**src/rtl/mpeg_ts_pkg.sv**
```systemverilog
// Shared MPEG-2 TS constants, AFC codes and generator state encoding.
package mpeg_ts_pkg;

  localparam int unsigned TS_PACKET_LEN = 188;
  localparam int unsigned TS_HDR_LEN    = 4;

  localparam logic [7:0] TS_SYNC_BYTE  = 8'h47;
  localparam logic [7:0] TS_STUFF_BYTE = 8'hFF;

  localparam logic [1:0] AFC_RSVD    = 2'b00;
  localparam logic [1:0] AFC_PAYLOAD = 2'b01;
  localparam logic [1:0] AFC_ADAPT   = 2'b10;
  localparam logic [1:0] AFC_BOTH    = 2'b11;

  typedef enum logic [2:0] {
    ST_IDLE    = 3'd0,
    ST_HEADER  = 3'd1,
    ST_ADAPT   = 3'd2,
    ST_PAYLOAD = 3'd3,
    ST_STUFF   = 3'd4
  } ts_gen_state_e;

endpackage

```
**src/rtl/ts_cc_gen.sv**
```systemverilog
// Continuity counter for the TS generator: holds the last CC and the
// one-shot error-injection latch; cc is valid from the cycle after pkt_start.
module ts_cc_gen
  import mpeg_ts_pkg::*;
(
  input  logic       clk,
  input  logic       reset_n,
  input  logic       pkt_start,
  input  logic [1:0] afc,
  input  logic       inject_cc_error,
  output logic [3:0] cc
);

  logic [3:0] cc_reg_q, cc_reg_d;
  logic       latch_q, latch_d;
  logic       has_payload_c;

  // Next CC: payload-bearing packets advance by one, or by two to inject a skip.
  always_comb begin
    cc_reg_d      = cc_reg_q;
    latch_d       = latch_q;
    has_payload_c = (afc == AFC_PAYLOAD) || (afc == AFC_BOTH);
    if (pkt_start && has_payload_c) begin
      cc_reg_d = latch_q ? (cc_reg_q + 4'd2) : (cc_reg_q + 4'd1);
      latch_d  = 1'b0;
    end
    if (inject_cc_error) begin
      latch_d = 1'b1;
    end
  end

  // CC register and injection latch.
  always_ff @(posedge clk or negedge reset_n) begin
    if (!reset_n) begin
      cc_reg_q <= 4'hF;
      latch_q  <= 1'b0;
    end else begin
      cc_reg_q <= cc_reg_d;
      latch_q  <= latch_d;
    end
  end

  assign cc = cc_reg_q;

endmodule

```
**src/rtl/ts_packet_generator.sv**
```systemverilog
// Back-to-back 188-byte MPEG-2 TS packet source with valid/ready byte handshake.
module ts_packet_generator
  import mpeg_ts_pkg::*;
#(
  parameter logic [12:0] PID       = 13'h0100,
  parameter int unsigned ADAPT_LEN = 7
)(
  input  logic        clk,
  input  logic        reset_n,
  input  logic        enable,
  input  logic [1:0]  cfg_afc,
  input  logic        inject_cc_error,
  input  logic        ready,
  output logic [7:0]  ts_data,
  output logic        valid,
  output logic        sync,
  output logic [15:0] packet_count,
  output logic        busy
);

  localparam logic [7:0] LAST_IDX       = 8'(TS_PACKET_LEN - 1);
  localparam logic [7:0] HDR_LEN_B      = 8'(TS_HDR_LEN);
  localparam logic [7:0] ADAPT_LEN_B    = 8'(ADAPT_LEN);
  localparam logic [7:0] ADAPT_FULL_LEN = 8'(TS_PACKET_LEN - TS_HDR_LEN - 1);

  ts_gen_state_e state_q, state_d;
  logic [7:0]    idx_q, idx_d;
  logic [1:0]    afc_q, afc_d;
  logic [7:0]    data_q, data_d;
  logic          valid_q, valid_d;
  logic          sync_q, sync_d;
  logic          busy_q, busy_d;
  logic [15:0]   count_q, count_d;
  logic          xfer_c;
  logic          pkt_start_c;
  logic [7:0]    next_idx_c;
  logic [3:0]    cc_c;

  // Adaptation field length byte for the packet's AFC.
  function automatic logic [7:0] adapt_len(input logic [1:0] afc);
    return (afc == AFC_BOTH) ? ADAPT_LEN_B : ADAPT_FULL_LEN;
  endfunction

  // Last index still inside the adaptation field (header + length byte + length).
  function automatic logic in_adapt(input logic [7:0] idx, input logic [1:0] afc);
    return afc[1] && (idx <= (HDR_LEN_B + adapt_len(afc)));
  endfunction

  // Byte value at a given packet index.
  function automatic logic [7:0] byte_at(input logic [7:0] idx, input logic [1:0] afc,
                                         input logic [3:0] cc);
    logic [7:0] b;
    if (idx == 8'd0)                 b = TS_SYNC_BYTE;
    else if (idx == 8'd1)            b = {3'b000, PID[12:8]};
    else if (idx == 8'd2)            b = PID[7:0];
    else if (idx == 8'd3)            b = {2'b00, afc, cc};
    else if (in_adapt(idx, afc)) begin
      if (idx == HDR_LEN_B)          b = adapt_len(afc);
      else if (idx == HDR_LEN_B + 8'd1) b = 8'h00;
      else                           b = TS_STUFF_BYTE;
    end
    else if (afc == AFC_RSVD)        b = TS_STUFF_BYTE;
    else if (afc == AFC_PAYLOAD)     b = idx - HDR_LEN_B;
    else                             b = idx - (HDR_LEN_B + 8'd1 + adapt_len(afc));
    return b;
  endfunction

  // Section the given index falls in.
  function automatic ts_gen_state_e state_at(input logic [7:0] idx, input logic [1:0] afc);
    ts_gen_state_e s;
    if (idx < HDR_LEN_B)          s = ST_HEADER;
    else if (in_adapt(idx, afc))  s = ST_ADAPT;
    else if (afc == AFC_RSVD)     s = ST_STUFF;
    else                          s = ST_PAYLOAD;
    return s;
  endfunction

  ts_cc_gen u_cc_gen (
    .clk             (clk),
    .reset_n         (reset_n),
    .pkt_start       (pkt_start_c),
    .afc             (cfg_afc),
    .inject_cc_error (inject_cc_error),
    .cc              (cc_c)
  );

  // Next-state and next-byte logic; a new packet may start from IDLE or right after byte 187.
  always_comb begin
    state_d     = state_q;
    idx_d       = idx_q;
    afc_d       = afc_q;
    data_d      = data_q;
    valid_d     = valid_q;
    sync_d      = sync_q;
    busy_d      = busy_q;
    count_d     = count_q;
    pkt_start_c = 1'b0;
    xfer_c      = valid_q & ready;
    next_idx_c  = idx_q + 8'd1;

    if (state_q == ST_IDLE) begin
      pkt_start_c = enable;
    end else if (xfer_c) begin
      if (idx_q == LAST_IDX) begin
        count_d     = count_q + 16'd1;
        pkt_start_c = enable;
        state_d     = ST_IDLE;
        idx_d       = 8'd0;
        data_d      = 8'h00;
        valid_d     = 1'b0;
        sync_d      = 1'b0;
        busy_d      = 1'b0;
      end else begin
        idx_d   = next_idx_c;
        data_d  = byte_at(next_idx_c, afc_q, cc_c);
        sync_d  = 1'b0;
        state_d = state_at(next_idx_c, afc_q);
      end
    end

    if (pkt_start_c) begin
      state_d = ST_HEADER;
      idx_d   = 8'd0;
      afc_d   = cfg_afc;
      data_d  = TS_SYNC_BYTE;
      valid_d = 1'b1;
      sync_d  = 1'b1;
      busy_d  = 1'b1;
    end
  end

  // State and output registers.
  always_ff @(posedge clk or negedge reset_n) begin
    if (!reset_n) begin
      state_q <= ST_IDLE;
      idx_q   <= 8'd0;
      afc_q   <= AFC_RSVD;
      data_q  <= 8'h00;
      valid_q <= 1'b0;
      sync_q  <= 1'b0;
      busy_q  <= 1'b0;
      count_q <= 16'd0;
    end else begin
      state_q <= state_d;
      idx_q   <= idx_d;
      afc_q   <= afc_d;
      data_q  <= data_d;
      valid_q <= valid_d;
      sync_q  <= sync_d;
      busy_q  <= busy_d;
      count_q <= count_d;
    end
  end

  assign ts_data      = data_q;
  assign valid        = valid_q;
  assign sync         = sync_q;
  assign busy         = busy_q;
  assign packet_count = count_q;

endmodule

```
**config.mk**
```make
export PLATFORM = sky130hd
export DESIGN_NAME = ts_packet_generator
export DESIGN_NICKNAME = d
export VERILOG_FILES = /design/src/rtl/mpeg_ts_pkg.sv /design/src/rtl/ts_cc_gen.sv /design/src/rtl/ts_packet_generator.sv
export SDC_FILE = /design/constraint.sdc
export NUM_CORES = 1
export LEC_CHECK = 0
export ABC_AREA = 0
export CAP_MARGIN = 20
export CORE_MARGIN = 2
export CORE_UTILIZATION = 57
export DETAILED_ROUTE_END_ITERATION = 8
export HOLD_SLACK_MARGIN = 0.08
export PLACE_DENSITY = 0.82
export SETUP_SLACK_MARGIN = 0.5
export SLEW_MARGIN = 20
export SYNTH_ARGS = -nofsm -noshare
export SYNTH_HDL_FRONTEND = slang
export SYNTH_HIERARCHICAL = 1
export SYNTH_SLANG_ARGS = --single-unit
```
**constraint.sdc**
```tcl
create_clock -name clk -period 4.6 [get_ports clk]
set_clock_uncertainty 0.15 [all_clocks]
set_input_delay 0.92 -clock clk [delete_from_list [all_inputs] [get_ports clk]]
set_output_delay 0.92 -clock clk [all_outputs]
set_load 0.02 [all_outputs]
```
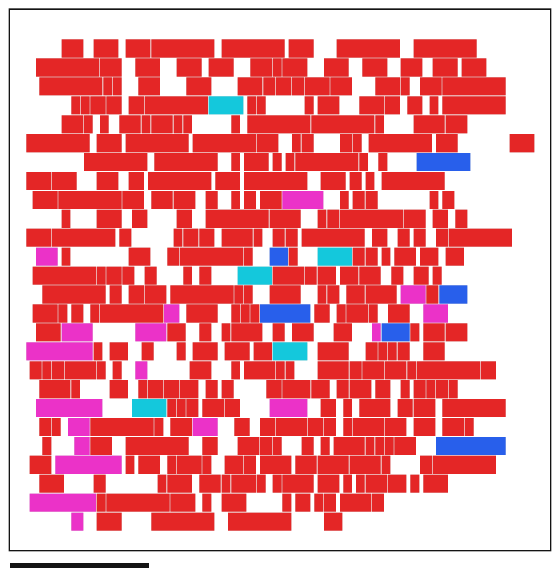
**Above:** run 1 (cells by drive strength).
Bar = 20 um.
color	size	cells	share	most used
magenta	_2 cells	18	4.8%	dfstp_2
red	_0 and _1 cells	343	92%	nand2_1
cyan	_6 and larger	5	1.3%	clkbuf_8
blue	_3 and _4 cells	6	1.6%	or4_4

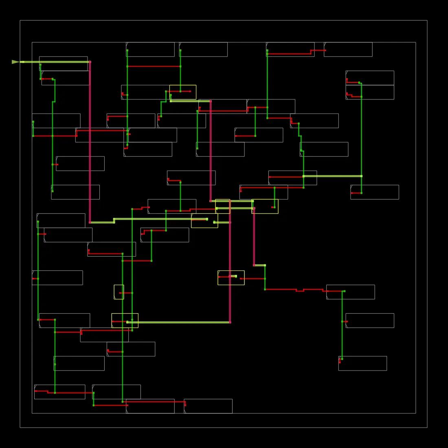
**Above:** run 1 (the clock network).
P_clk: 0.000247 W
Seq cells: 44
clock buf count: 5
clock sink total: 44

==> summary.txt, run 1 <==
Status: finished clean
Drt pass-1 iters: 5
Die area: 6020 um2
Number of global-route vias before repair: 2582
Cells after Synth: 346
Final nets: 401
Antenna violations before repair: 0
TNS Setup: 0 ns
Sequential fraction of the synthesis area: 0.358
Yosys cell types: 63
First-pass GRT wire length: 12200 um
Seq. cell area: 1110 um2
Drt via density: 6.01
I/O pins: 34
Diode count: 0
XOR Share, Synth: 0.0851
Max-cap violation count: 0
Max-slew violations: 0
Total track usage: 0.254
Synth Flop Type: dfrtp_1
Min Clock Period, post-route: 3.75 ns
CTS clk-pin slew, worst paths: 0.09 ns
Most numerous logic cells after layout: 56 x nand2_1, 40 x dfrtp_1, 32 x clkdlybuf4s50_1
Final Power: 0.00190 W
Peak supply drop: 0.370 mV
Ys cells: 346
Fp util: 0.597
Unrepaired setup endpoints after global routing: false
Die X: 77.6 um
Fillers: 421
Worst-Skew Late Latency: 0.31 ns
Critical Path AT: 3.77 ns
Yosys aoi share: 0.200
Placed Cells: 435
PnR worst setup slack: 0.852 ns
Worst-margin pin slew: 0.975 ns
P_sw: 0.000880 W
Routed Antenna Nets: 0
Mux frac, synth: 0.00972
Syn Std Cell Area: 3090 um2
Hold Violations, Final: 0
Post-layout period usage: 0.815
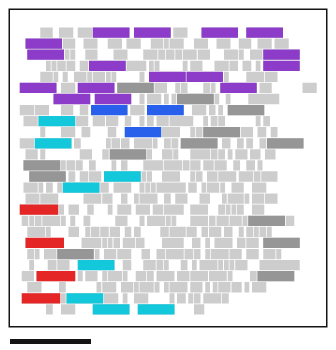
**Above:** run 1 (where the registers sit).
Bar = 20 um. Other sequential cells in the stronger gray, the rest of the logic in the fainter gray.
color	name in the netlist	flops
red	`u_cc_gen/cc`	4
blue	`state_q`	3
cyan	`ts_data`	8
purple	`packet_count`	16
not colored	13
fraction of area in registers: 0.315
Sequential Power: 0.000614 W

==> run 1: flip-flops by register name (all words and copies together), names as in the netlist <==
register          count
idx_q                 8
sync                  1
u_cc_gen/cc           4
state_q               3
u_cc_gen/latch_q      1
busy                  1
packet_count         16
afc_q                 2
ts_data               8
==> run 1: power by group through the flow <==
| stage | logic, W | registers [W] | clock network (W) |
|---|---|---|---|
| 3_3_place_gp | 0.00101 | 0.000612 | 0 |
| 2_1_floorplan | 0.000756 | 0.000600 | 0 |
| 3_5_place_dp | 0.00102 | 0.000618 | 0 |
| 4_1_cts | 0.00103 | 0.000611 | 0.000252 |
| 5_1_grt | 0.00113 | 0.000630 | 0.000268 |
| 6_report | 0.00104 | 0.000614 | 0.000247 |
==> run 1: how the worst max path moves through the flow <==
stage / start / endpoint / slack (ns) / cells after the start
3_5_place_dp: idx_q[0]$_DFFE_PN0P_ / ts_data[4]$_DFFE_PN0P_ / 0.89 / 10
3_3_place_gp: idx_q[0]$_DFFE_PN0P_ / ts_data[7]$_DFFE_PN0P_ / 1.02 / 10
5_1_grt: idx_q[2]$_DFFE_PN0P_ / ts_data[1]$_DFFE_PN0P_ / 0.68 / 11
2_1_floorplan: idx_q[1]$_DFFE_PN0P_ / ts_data[4]$_DFFE_PN0P_ / 1.41 / 11
4_1_cts: idx_q[0]$_DFFE_PN0P_ / ts_data[7]$_DFFE_PN0P_ / 0.90 / 10
6_report: idx_q[0]$_DFFE_PN0P_ / ts_data[7]$_DFFE_PN0P_ / 0.85 / 10
==> run 1: worst max-delay path: stages, from the launching register on <==
cell,delay (ns)
dfrtp_1,0.53
ha_1,0.40
and3_1,0.26
xnor2_1,0.36
inv_1,0.14
ha_1,0.32
and3_1,0.16
a31oi_1,0.13
a2111o_1,0.54
o311ai_0,0.48
a2bb2oi_1,0.13
==> run 1: cell type report <==
class,instances,share of cell area
flip-flops and latches,44,0.315
inverters,21,0.0225
clock buffers,5,0.0196
repair buffers,33,0.0927
clock inverters,2,0.00357
multi-input cells,267,0.522
well taps,70,0.0250
==> run 1: synth_stat cells (all sizes together) (3+ instances only) <==
master / count / area [um2]
nor3: 4 / 20.0
mux2i: 3 / 30.0
nor4: 3 / 33.8
and4: 3 / 26.3
buf: 10 / 66.3
xor2: 16 / 140
o21ai: 23 / 119
clkbuf: 4 / 15.0
dfstp: 4 / 105
o311ai: 3 / 26.3
nand2: 56 / 210
ha: 22 / 275
a2111oi: 3 / 52.6
a211oi: 9 / 85.1
and3: 7 / 43.8
nand2b: 5 / 31.3
a21o: 3 / 23.8
o211ai: 3 / 22.5
dfrtp: 40 / 1000
or3: 3 / 18.8
inv: 21 / 78.8
nand4: 4 / 25.0
nor2: 20 / 77.6
o22ai: 5 / 31.3
a21oi: 17 / 85.1
nand3: 12 / 70.1
xnor2: 14 / 123
==> run 1: per-layer routing <==
| layer | vias to the layer above | wire length, um | GRT usage | part of all wire |
|---|---|---|---|---|
| li1 | 1289 | - | - | - |
| met4 | 0 | 172 | 0.104 | 0.024 |
| met5 | - | 0 | 0 | 0 |
| met3 | 19 | 326 | 0.0384 | 0.045 |
| met1 | 1275 | 3190 | 0.331 | 0.44 |
| met2 | 75 | 3590 | 0.422 | 0.49 |
==> run 2: changes to the inputs <==
--- a/config.mk
+++ b/config.mk
@@ -8,10 +8,10 @@
 export ABC_AREA = 0
 export CAP_MARGIN = 20
 export CORE_MARGIN = 2
-export CORE_UTILIZATION = 57
+export CORE_UTILIZATION = 51
 export DETAILED_ROUTE_END_ITERATION = 8
 export HOLD_SLACK_MARGIN = 0.08
-export PLACE_DENSITY = 0.82
+export PLACE_DENSITY = 0.77
 export SETUP_SLACK_MARGIN = 0.5
 export SLEW_MARGIN = 20
 export SYNTH_ARGS = -nofsm -noshare
==> constraint.sdc (replaced) <==
create_clock -name clk -period 3.1 [get_ports clk]
set_clock_uncertainty 0.15 [all_clocks]
set_input_delay 0.62 -clock clk [delete_from_list [all_inputs] [get_ports clk]]
set_output_delay 0.62 -clock clk [all_outputs]
set_load 0.02 [all_outputs]
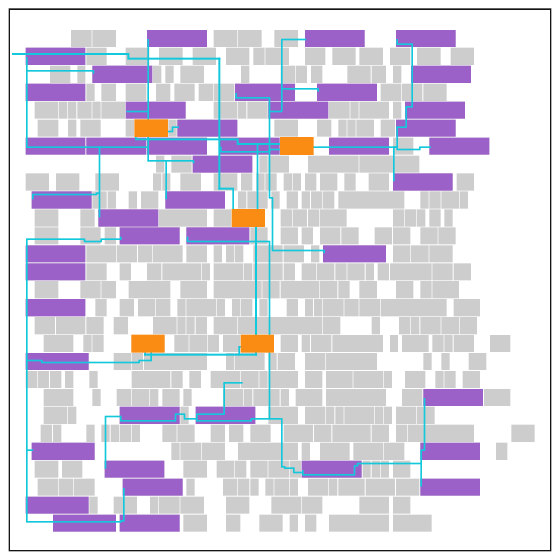
**Above:** run 2 (clock distribution).
[purple] flip-flops | count: 44
[orange] clock drivers | count: 5
[cyan] clock wires | length: 596 um
flops lie	spread over the die
routed clock nets	6

==> run 2 against run 1 <==
Effect of this change:
- sequential cell count unchanged
- sequential share of layout area decreased by 4.4 points
- die area increased by 11%
- clock power increased by 44%
- power increased by 75%
- worst hold slack improved by 0.0055 ns
- via count increased by 11%
- global-route usage increased by 0.59 points
- first-iteration DRC count increased by 41%
- critical endpoint is now ts_data[6]$_DFFE_PN0P_
==> summary.txt, run 2 <==
Total track usage: 0.260
Critical Path AT: 2.96 ns
Syn Std Cell Area: 3090 um2
Min Clock Period, post-route: 2.93 ns
XOR Share, Synth: 0.0851
Crit path to: ts_data[6]$_DFFE_PN0P_
Worst-path cell chain: ha_4, and3_4, xnor2_4, inv_2, ha_4, and3_4, a31oi_4, buf_6, a2111oi_4, buf_4, nand3_4, a41oi_2, nor2_1
Max_slew headroom: 0.535
Commonest cells in the netlist: 56 x nand2_1, 40 x dfrtp_1, 22 x ha_1, 20 x inv_1, 20 x o21ai_0
Max FFs per register: 16
Max-slew violations: 0
I/O pins: 34
Fillers: 448
Die area: 6700 um2
Max incr delay on CP: 0.47 ns
Diode count: 0
Most numerous cell in the Yosys netlist: nand2_1
Drt via density: 6.08
Met1 GRT Util: 0.353
Hold Violations, Final: 0
Max-cap violation count: 0
Worst-margin pin slew: 0.691 ns
Met2 Use GR: 0.421
First-pass GRT wire length: 13400 um
GRT met3 Usage: 0.0374
Antenna violations before repair: 0
Unrepaired setup endpoints after global routing: true
Busiest grt layer: met2
Status: finished clean
Worst-Skew Late Latency: 0.30 ns
Origin of the worst setup path: idx_q[1]$_DFFE_PN0P_
Crit path max-delay cell type: dfrtp_2
Yosys aoi share: 0.200
Sequential fraction of the synthesis area: 0.358
TNS Setup: 0 ns
Synth Flop Type: dfrtp_1
Top cell type by total area after synthesis: dfrtp_1
Top cell area share: 0.324
Yosys cell types: 63
Top area cell types: dfrtp_1 32%, ha_1 8.9%, nand2_1 6.8%
Cells after Synth: 346
Routed Antenna Nets: 0
Post-layout period usage: 0.945
Mux frac, synth: 0.00972
Clock sink total: 44
==> run 2: what timing repair did <==
item / in CTS / in global routing
setup endpoints to repair: 11 / 17
gates resized: 6 / 15
hold endpoints to repair: 3 / 0
hold buffers: 1 / 0
pin swaps: 11 / 7
buffers inserted: 13 / 2
==> run 2: layout make-up <==
type,count,area (um2),share of cell area
timing repair buffer,69,606,0.148
sequential,44,1110,0.272
multi-input combinational,267,2110,0.518
clock buffer,5,68.8,0.0169
tap,75,93.8,0.0230
inverter,21,78.8,0.0193
clock inverter,2,12.5,0.00307
==> run 2: power breakdown <==
group	internal, W	switching [W]
Combinational	0.000925	0.00121
Sequential	0.000726	0.000115
Clock	0.000153	0.000202
==> run 2: metal layers <==
metal | share of wire | vias up
met3 | 0.054 | 24
met5 | 0 | -
li1 | - | 1355
met4 | 0.028 | 0
met2 | 0.48 | 119
met1 | 0.44 | 1441
==> run 2: logic make-up after synthesis <==
kind of cell,count (synthesis)
XOR/XNOR,30
buffers and inverters,35
multiplexers,3
AND/OR/NAND/NOR,126
adder cells (fa/ha/maj),22
AND-OR/OR-AND,86
flip-flops,44
==> run 2: critical path, delay by kind of cell, from the launching register on <==
family / cells / cell delay (ns)
and+or+nand+nor: 4 / 0.50
adders and majority gates: 2 / 0.48
DFF: 1 / 0.47
AOI/OAI and AO/OA: 3 / 0.59
buffers and inverters: 3 / 0.43
xor gates and xnor gates: 1 / 0.18
==> run 2: worst min-delay path by stage <==
stage / end / slack (ns) / cells after the start
3_3_place_gp: idx_q[7]$_DFFE_PN0P_ / 0.28 / 1
5_1_grt: sync$_DFFE_PN0P_ / 0.37 / 2
6_report: packet_count[10]$_DFFE_PN0P_ / 0.34 / 1
2_1_floorplan: afc_q[0]$_DFFE_PN0P_ / 0.17 / 0
3_5_place_dp: idx_q[5]$_DFFE_PN0P_ / 0.28 / 1
4_1_cts: packet_count[10]$_DFFE_PN0P_ / 0.35 / 1
==> run 2: per-stage QoR <==
step | instance area, um2 | setup WS (ns) | total power [W] | cells
after CTS | 3990 | 0.231 | 0.00315 | 481
after detailed placement | 3770 | 0.0435 | 0.00266 | 460
final | 4080 | 0.169 | 0.00333 | 483
after global placement | 3770 | 0.0956 | 0.00261 | 460
after floorplan | 3290 | 0.273 | 0.00212 | 346
after global routing | 4080 | 0.122 | 0.00354 | 483
Power figures rest on the tool's default switching activity, not on a simulated workload.
